[src/rtl/mmio_pkg.sv]
`default_nettype none
// ============================================================================
// Module      : mmio_pkg
// Description : Bus command encodings and I/O register addresses shared by
//               the CPU, the top level and the MMIO responder.
// Revision    : 1.0 - initial release
// ============================================================================
package mmio_pkg;

    localparam logic [1:0] MNONE  = 2'b00;
    localparam logic [1:0] MREAD  = 2'b01;
    localparam logic [1:0] MWRITE = 2'b10;

    localparam logic [8:0] ADDR_LED    = 9'h100;
    localparam logic [8:0] ADDR_SW     = 9'h140;
    localparam logic [8:0] ADDR_STATUS = 9'h141;
    localparam logic [8:0] ADDR_TIMER  = 9'h142;

endpackage
`default_nettype wire

[src/rtl/mmio_timer.sv]
`default_nettype none
// ============================================================================
// Module      : mmio_timer
// Description : Free-running prescaler driving a loadable 16-bit tick counter.
// Revision    : 1.0 - initial release
// ============================================================================
module mmio_timer #(
    parameter int PRESCALE = 50000,
    parameter int TMR_W    = 16
) (
    input  logic             clk,
    input  logic             reset,
    input  logic             load,
    input  logic [TMR_W-1:0] load_val,
    output logic [TMR_W-1:0] count
);

    localparam int c_PW = (PRESCALE > 1) ? $clog2(PRESCALE) : 1;

    logic [c_PW-1:0]  r_pre;
    logic [TMR_W-1:0] r_count;
    logic             w_tick;

    assign w_tick = (r_pre == c_PW'(PRESCALE - 1));

    // Loads never disturb the prescaler phase; a load beats a same-cycle tick.
    always_ff @(posedge clk) begin
        if (reset) begin
            r_pre   <= '0;
            r_count <= '0;
        end else begin
            r_pre <= w_tick ? '0 : r_pre + 1'b1;
            if (load)
                r_count <= load_val;
            else if (w_tick)
                r_count <= r_count + 1'b1;
        end
    end

    assign count = r_count;

endmodule
`default_nettype wire

[src/rtl/mmio_responder.sv]
`default_nettype none
// ============================================================================
// Module      : mmio_responder
// Description : I/O window responder: LED register, synchronized switches,
//               sticky switch-change flag and prescaled timer.
// Revision    : 1.0 - initial release
// ============================================================================
module mmio_responder
    import mmio_pkg::*;
#(
    parameter int DATA_W   = 16,
    parameter int ADDR_W   = 9,
    parameter int SW_W     = 8,
    parameter int LED_W    = 8,
    parameter int PRESCALE = 50000
) (
    input  logic              clk,
    input  logic              reset,
    input  logic [1:0]        mem_cmd,
    input  logic [ADDR_W-1:0] mem_addr,
    input  logic [DATA_W-1:0] write_data,
    input  logic [SW_W-1:0]   SW,
    output logic [DATA_W-1:0] read_data,
    output logic              io_hit,
    output logic [LED_W-1:0]  LEDR
);

    localparam int c_TMR_W = 16;

    logic [LED_W-1:0]   r_led;
    logic [SW_W-1:0]    r_sw_s1;
    logic [SW_W-1:0]    r_sw_s2;
    logic [SW_W-1:0]    r_sw_prev;
    logic               r_sw_changed;
    logic [c_TMR_W-1:0] w_count;
    logic               w_sel_led;
    logic               w_sel_sw;
    logic               w_sel_status;
    logic               w_sel_timer;
    logic               w_wr;
    logic [DATA_W-1:0]  w_rd;
    logic               w_hit;

    assign w_sel_led    = (mem_addr == ADDR_W'(ADDR_LED));
    assign w_sel_sw     = (mem_addr == ADDR_W'(ADDR_SW));
    assign w_sel_status = (mem_addr == ADDR_W'(ADDR_STATUS));
    assign w_sel_timer  = (mem_addr == ADDR_W'(ADDR_TIMER));
    assign w_wr         = (mem_cmd == MWRITE);

    always_ff @(posedge clk) begin
        if (reset) begin
            r_led        <= '0;
            r_sw_s1      <= '0;
            r_sw_s2      <= '0;
            r_sw_prev    <= '0;
            r_sw_changed <= 1'b0;
        end else begin
            r_sw_s1   <= SW;
            r_sw_s2   <= r_sw_s1;
            r_sw_prev <= r_sw_s2;
            if (w_wr && w_sel_led)
                r_led <= write_data[LED_W-1:0];
            // A fresh switch change outranks a simultaneous write-1-to-clear.
            if (r_sw_s2 != r_sw_prev)
                r_sw_changed <= 1'b1;
            else if (w_wr && w_sel_status && write_data[0])
                r_sw_changed <= 1'b0;
        end
    end

    mmio_timer #(
        .PRESCALE (PRESCALE),
        .TMR_W    (c_TMR_W)
    ) u_timer (
        .clk      (clk),
        .reset    (reset),
        .load     (w_wr && w_sel_timer),
        .load_val (write_data[c_TMR_W-1:0]),
        .count    (w_count)
    );

    always_comb begin
        w_rd  = '0;
        w_hit = 1'b0;
        if (mem_cmd == MREAD) begin
            if (w_sel_led) begin
                w_hit = 1'b1;
                w_rd  = DATA_W'(r_led);
            end else if (w_sel_sw) begin
                w_hit = 1'b1;
                w_rd  = DATA_W'(r_sw_s2);
            end else if (w_sel_status) begin
                w_hit = 1'b1;
                w_rd  = DATA_W'(r_sw_changed);
            end else if (w_sel_timer) begin
                w_hit = 1'b1;
                w_rd  = DATA_W'(w_count);
            end
        end
    end

    assign read_data = w_rd;
    assign io_hit    = w_hit;
    assign LEDR      = r_led;

endmodule
`default_nettype wire

[config.mk]
export PLATFORM = sky130hd
export DESIGN_NAME = mmio_responder
export DESIGN_NICKNAME = d
export VERILOG_FILES = /design/src/rtl/mmio_pkg.sv /design/src/rtl/mmio_timer.sv /design/src/rtl/mmio_responder.sv
export SDC_FILE = /design/constraint.sdc
export NUM_CORES = 1
export LEC_CHECK = 0
export CAP_MARGIN = 0
export CORE_ASPECT_RATIO = 0.7
export CORE_UTILIZATION = 55
export DETAILED_ROUTE_END_ITERATION = 10
export GPL_ROUTABILITY_DRIVEN = 0
export PLACE_DENSITY = 0.94
export SKIP_CTS_REPAIR_TIMING = 1
export SLEW_MARGIN = 40
export SYNTH_ARGS = -nofsm -noshare
export SYNTH_HDL_FRONTEND = slang
export SYNTH_SLANG_ARGS = --single-unit
[constraint.sdc]
create_clock -name clk -period 3.4 [get_ports clk]
set_input_delay 0.51 -clock clk [delete_from_list [all_inputs] [get_ports clk]]
set_output_delay 0.51 -clock clk [all_outputs]
set_load 0.1 [all_outputs]
Run 1, M3 wires:
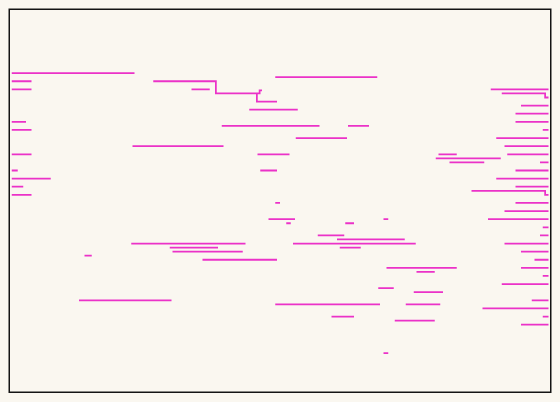
- main direction: horizontal
- wire length on this layer: 489 um
- nets with wire on the layer: 64

Run 1, the clock network:
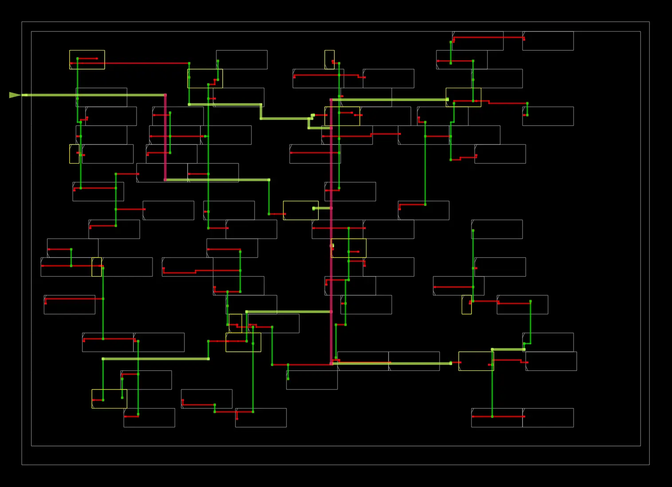
CLK BUF: 13
CTS Buf Count: 9
clk_lat worst skew: 0.34 ns

==> flow_metrics.env, run 1 <==
# physical design summary
export IMPL_core_area_um2=5260
export IMPL_grt_max_degree=40
export IMPL_grt_antenna_before_repair=0
export IMPL_finalClockSkew_ns=0.00577
export IMPL_drive_gt1_frac=0.155
export IMPL_fillers=368
export IMPL_ys_sh_mux=0.0593
export IMPL_grt_util_all_layers=0.255
export IMPL_hold_end="r_sw_s2[3]$_SDFF_PP0_"
export IMPL_dieArea_um2=5790
export IMPL_syn_cell_area_um2=3020
export IMPL_tightest_slew_ns=0.538
export IMPL_lay_top_count="dfxtp_1"
export IMPL_outcome="finished clean"
export IMPL_xor_share=0.0987
export IMPL_initCoreUtil=0.574
export IMPL_finalHoldViolations=0
export IMPL_grt_pass1_vias=2517
export IMPL_maxSlewViolCount=0
export IMPL_wirelength_um=6890
export IMPL_power_clock_mw=0.515
export IMPL_switchingPower_mw=0.310
export IMPL_drv_cap=0
export IMPL_cp_required_ns=2.89
export IMPL_power_leader="sequential cells"
export IMPL_routed_via_density=5.52
Run 1, signal wires by layer:
Scale bar: 20 um. Only two layers are drawn.
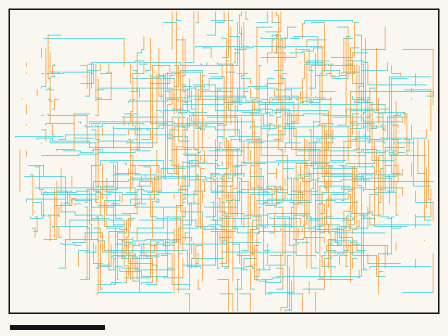
- orange: M2 (wire length 3360 um)
- cyan: M1 (wire length 2940 um)

Run 1, metal 2:
Scale bar: 20 um.
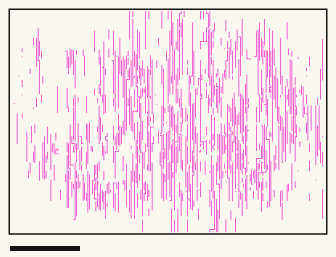
- longest straight run: 31.6 um
- share of all routed wire: 49%

run 1: synth_stat cells (4+ instances only):
library cell / n / area, um2
dfxtp_1: 65 / 1300
nor2_1: 42 / 158
nor2b_1: 25 / 156
nand2_1: 23 / 86.3
xnor2_1: 20 / 175
xor2_1: 14 / 123
o21ai_0: 12 / 60.1
nand3_1: 11 / 55.1
mux2i_1: 10 / 100
and2_1: 8 / 50.1
clkbuf_1: 8 / 30.0
a22oi_1: 7 / 52.6
inv_1: 7 / 26.3
mux2_2: 7 / 78.8
nor3_1: 7 / 35.0
nand4_1: 6 / 37.5
a21oi_1: 5 / 25.0
nor4_1: 5 / 31.3
buf_2: 4 / 20.0
nand2b_1: 4 / 25.0
run 1: stage by stage:
stage          setup slack, ns  instances  utilization
6_report                 0.182        466        0.756
5_1_grt                 0.0666        466        0.756
4_1_cts                  0.183        466        0.756
3_5_place_dp             0.235        452        0.729
3_3_place_gp             0.379        452        0.736
2_1_floorplan           0.0560        328            -
run 1: registers in the layout (all words and copies together), names as in the netlist:
signal,flops
u_timer.count,16
r_sw_s1,8
u_timer.r_pre,16
r_sw_prev,8
r_sw_changed,1
r_sw_s2,8
LEDR,8
run 1: per-layer routing:
metal / GRT usage / share of wire / vias up
li1: - / - / 1245
met1: 0.299 / 0.43 / 1203
met2: 0.444 / 0.49 / 108
met3: 0.0821 / 0.071 / 14
met4: 0.0847 / 0.014 / 0
met5: 0 / 0 / -
run 1: layout make-up:
| cell class | instances | area share |
|---|---|---|
| Multi-Input combinational cell | 242 | 0.411 |
| Tap cell | 72 | 0.0227 |
| Sequential cell | 65 | 0.327 |
| Clock buffer | 13 | 0.0349 |
| Timing Repair Buffer | 66 | 0.196 |
| Inverter | 7 | 0.00661 |
| Clock inverter | 1 | 0.00126 |
--- run 2 (diff from run 1) ---
- CORE_UTILIZATION: 55 -> 56
- PLACE_DENSITY: 0.94 -> 0.95
- SYNTH_HIERARCHICAL: default -> 1
Run 2, signal wires by layer:
Scale bar: 20 um. Only two layers are drawn.
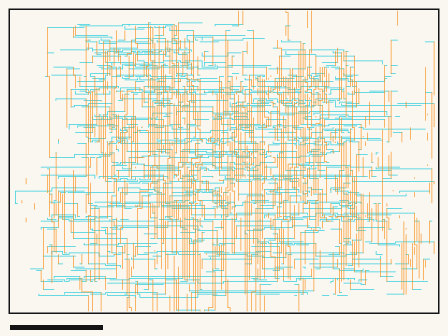
- orange: M2 (wire length 3870 um)
- cyan: M1 (wire length 3450 um)
GRT Total Usage: 0.298
wire per inst: 17.1 um
DRT Wirelength: 8360 um

Run 2, power grid:
Scale bar: 20 um. Pins as bars on the die edge.
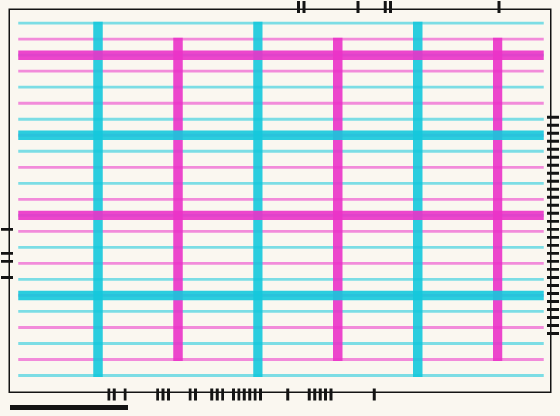
- cyan: VSS
- magenta: VDD
- met4 straps: 6
- rows: 22
- met5 straps: 4
- signal pins: 62

==> run 2 against run 1 <==
Against the previous run:
- largest cell class unchanged
- die size is 2.6% higher
- critical path depth is 1 lower
- final area is 5.0% higher
- synthesized cell count is 8.2% higher
- critical endpoint is now read_data[15]
- hold slack better by 0.0027 ns
- routed wire length is 21% higher
- critical path type unchanged
- first-iteration DRC count went up to 2.7 times the previous value
==> flow_metrics.env, run 2 <==
# physical design summary
export IMPL_lay_top_count="dfxtp_1"
export IMPL_outcome="finished clean"
export IMPL_grt_antenna_before_repair=0
export IMPL_switchingPower_mw=0.345
export IMPL_clock_cell_area_share=0.0453
export IMPL_dieArea_um2=5940
export IMPL_core_area_um2=5340
export IMPL_dp_cells=473
export IMPL_nMultiInputCombCells=260
export IMPL_post_synth_top_count_cell="dfxtp_1"
export IMPL_sh_comb_area=0.423
export IMPL_finish_utilization=0.782
export IMPL_power_leader="sequential cells"
export IMPL_synth_area_leader_cell="dfxtp_1"
export IMPL_synthTopCellsByArea="dfxtp_1, nor2b_1, mux2i_1, xor2_1, nor2_1"
export IMPL_final_nonclk_buf_share=0.192
export IMPL_fillers=340
export IMPL_syn_cell_area_um2=3150
export IMPL_grt_pass1_vias=2769
export IMPL_num_nonclk_inverters=7
export IMPL_insertion_delay_ns=0.34
export IMPL_flops=65
export IMPL_stdcell_count=489
export IMPL_cp_required_ns=2.89
export IMPL_tapCellCount=72
## run 2: cell types whose count changed in the layout (fill, tap and decap cells not counted), moves of 5 or more
| cell | delta |
|---|---|
| and3_1 | +6 |
| a31oi_1 | +7 |
| nor3_2 | +7 |
| xnor2_1 | -17 |
| nor2b_1 | +6 |
| mux2_2 | -7 |
| mux2i_1 | +6 |
| a22oi_1 | -7 |
| nand2_1 | -5 |
| a311oi_1 | +7 |
## run 2: metrics by stage
stage	setup slack [ns]	total power, mW	hold WS [ns]
floorplan	0.110	0.851	0.414
global placement	0.483	0.911	0.420
detailed placement	0.414	0.916	0.426
CTS	0.411	1.55	0.444
global route	0.298	1.59	0.468
finish	0.426	1.54	0.442
## run 2: routing by layer
layer / vias to the layer above / wire length (um) / share of wire / global-route usage
met4: 0 / 259 / 0.031 / 0.111
met1: 1418 / 3450 / 0.41 / 0.360
met3: 39 / 780 / 0.093 / 0.0857
met2: 189 / 3870 / 0.46 / 0.508
li1: 1393 / - / - / -
met5: - / 0 / 0 / 0
## run 2: final timing paths
kind | slack, ns | cells after the start | to | start
setup / recovery | 0.43 | 6 | read_data[15] | mem_addr[3]
hold / removal | 0.44 | 1 | r_sw_s2[3]$_SDFF_PP0_ | r_sw_s1[3]$_SDFF_PP0_
setup reg to reg | 0.99 | 4 | u_timer/count[5]$_SDFFE_PP0P_ | u_timer/r_pre[4]$_SDFF_PP0_
hold reg to reg | 0.44 | 1 | r_sw_s2[3]$_SDFF_PP0_ | r_sw_s1[3]$_SDFF_PP0_
## run 2: cell families (layout without fill, tap and decap cells)
group	after synthesis	after routing	synth area share
compound gates	45	45	0.105
xor+xnor	21	21	0.0583
fa+ha+maj	3	3	0.0111
buf+inv	30	92	0.0401
flops	65	65	0.413
mux	16	16	0.0508
simple gates	175	175	0.322
--- run 3 (diff from run 2) ---
--- a/config.mk
+++ b/config.mk
@@ -7,9 +7,11 @@
 export LEC_CHECK = 0
 export CAP_MARGIN = 0
+export CELL_PAD_IN_SITES_DETAIL_PLACEMENT = 1
+export CELL_PAD_IN_SITES_GLOBAL_PLACEMENT = 2
 export CORE_ASPECT_RATIO = 0.7
-export CORE_UTILIZATION = 56
+export CORE_UTILIZATION = 33
 export DETAILED_ROUTE_END_ITERATION = 10
 export GPL_ROUTABILITY_DRIVEN = 0
-export PLACE_DENSITY = 0.95
+export PLACE_DENSITY = 0.93
 export SKIP_CTS_REPAIR_TIMING = 1
 export SLEW_MARGIN = 40
==> constraint.sdc (replaced) <==
create_clock -name clk -period 3.4 [get_ports clk]
set_input_delay 0.34 -clock clk [delete_from_list [all_inputs] [get_ports clk]]
set_output_delay 0.34 -clock clk [all_outputs]
set_load 0.1 [all_outputs]
Run 3, metal 2:
Scale bar: 20 um.
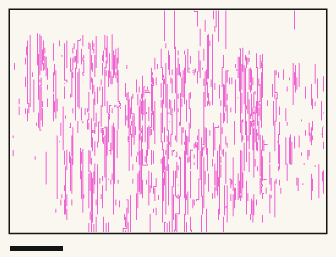
- share of all routed wire: 47%
- longest straight run: 34.3 um
- nets with wire on the layer: 402
- wire length on this layer: 4180 um

Run 3, power grid:
Scale bar: 20 um. Pins as bars on the die edge.
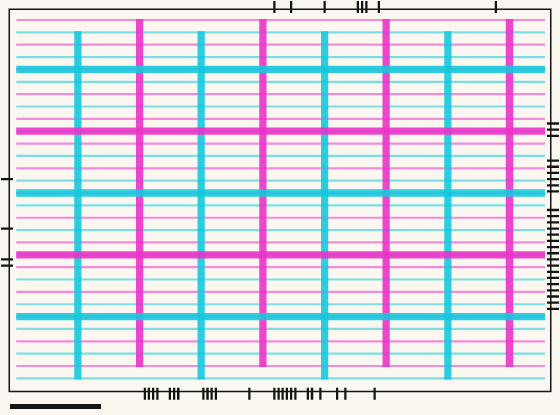
- magenta: VDD
- cyan: VSS
- rows: 29
- signal pins: 62
- met4 straps: 8
- met5 straps: 5
- met1 rails: 30

==> run 3 against run 2 <==
Against the previous run:
- die size up 68%
- clock skew down 0.0034 ns
- non-clock buffer count stayed put
- largest power group is now clock
==> flow_metrics.env, run 3 <==
# physical design summary
export IMPL_rrSetupSlack_ns=1.00
export IMPL_finalHoldViolations=0
export IMPL_drv_cap=0
export IMPL_numClockSinks=65
export IMPL_cts_buffers=9
export IMPL_startpoint="mem_addr[3]"
export IMPL_finish_utilization=0.464
export IMPL_wirelength_um=8960
export IMPL_hold_end="r_sw_s2[4]$_SDFF_PP0_"
export IMPL_holdPathStages=1
export IMPL_grt_pass1_wl_um=15000
export IMPL_routed_via_density=5.25
export IMPL_lay_top_count="dfxtp_1"
export IMPL_outcome="finished clean"
export IMPL_cp_arrival_ns=2.29
export IMPL_post_synth_top_count_cell="dfxtp_1"
export IMPL_synth_area_leader_cell="dfxtp_1"
export IMPL_wl_per_cell_um=16.6
export IMPL_timing_rr_start="u_timer/r_pre[4]$_SDFF_PP0_"
export IMPL_core_area_um2=9180
export IMPL_clock_path_buffers=2
export IMPL_min_delay_start="r_sw_s1[4]$_SDFF_PP0_"
export IMPL_grt_max_degree=29
export IMPL_syn_cell_area_um2=3150
export IMPL_grt_antenna_before_repair=0
export IMPL_synthTopCellsByArea="dfxtp_1, nor2b_1, mux2i_1, xor2_1, nor2_1"
export IMPL_tightest_slew_ns=0.486
export IMPL_fillers=1068
export IMPL_insertion_delay_ns=0.33
export IMPL_synthTopCellsByCount="dfxtp_1, nor2_1, nor2b_1, nand2_1, xor2_1"
export IMPL_grt_pass1_vias=2945
export IMPL_synth_top_area_share=0.413
export IMPL_cp_required_ns=3.06
[run 3: metal layers]
metal  wire, um  track usage  part of all wire
met2       4180        0.310              0.47
met5          0            0                 0
met1       4310        0.254              0.48
met3        408       0.0512             0.046
met4         67       0.0483            0.0075
[run 3: per-stage QoR]
stage          hold WS, ns  instances  instance area [um2]  setup slack [ns]  total power, mW
4_1_cts              0.441        541                 4260             0.738             1.81
5_1_grt              0.462        541                 4260             0.618             1.85
2_1_floorplan        0.412        355                 3190             0.280            0.851
3_5_place_dp         0.428        525                 3960             0.737            0.918
6_report             0.434        541                 4260             0.772             1.79
3_3_place_gp         0.422        525                 4000             0.780            0.914
[run 3: power by group]
part           internal (mW)  leakage [nW]  switching [mW]  total, mW
combinational         0.0619         0.992          0.0540      0.116
clock                  0.573         0.142           0.314      0.888
sequential             0.778         0.529         0.00927      0.788
total                   1.41          1.66           0.378       1.79
[run 3: final cells by class]
cell class,count,area share
Multi-Input combinational cell,260,0.415
Clock inverter,1,0.00176
Clock buffer,15,0.0676
Inverter,7,0.00617
Timing Repair Buffer,69,0.167
Tap cell,124,0.0364
Sequential cell,65,0.306
[run 3: critical path, stage by stage]
cell and delay, ns:
clkdlybuf4s50_1 0.44, nor4_4 0.41, nand4b_4 0.31, nor3_4 0.37
and2_1 0.23, buf_12 0.18
[run 3: logic make-up after synthesis]
| logic type | synth area share |
|---|---|
| simple gates | 0.322 |
| compound gates | 0.105 |
| buf+inv | 0.0401 |
| flops | 0.413 |
| fa+ha+maj | 0.0111 |
| xor+xnor | 0.0583 |
| mux | 0.0508 |
Power is estimated from default activity; no workload was simulated.
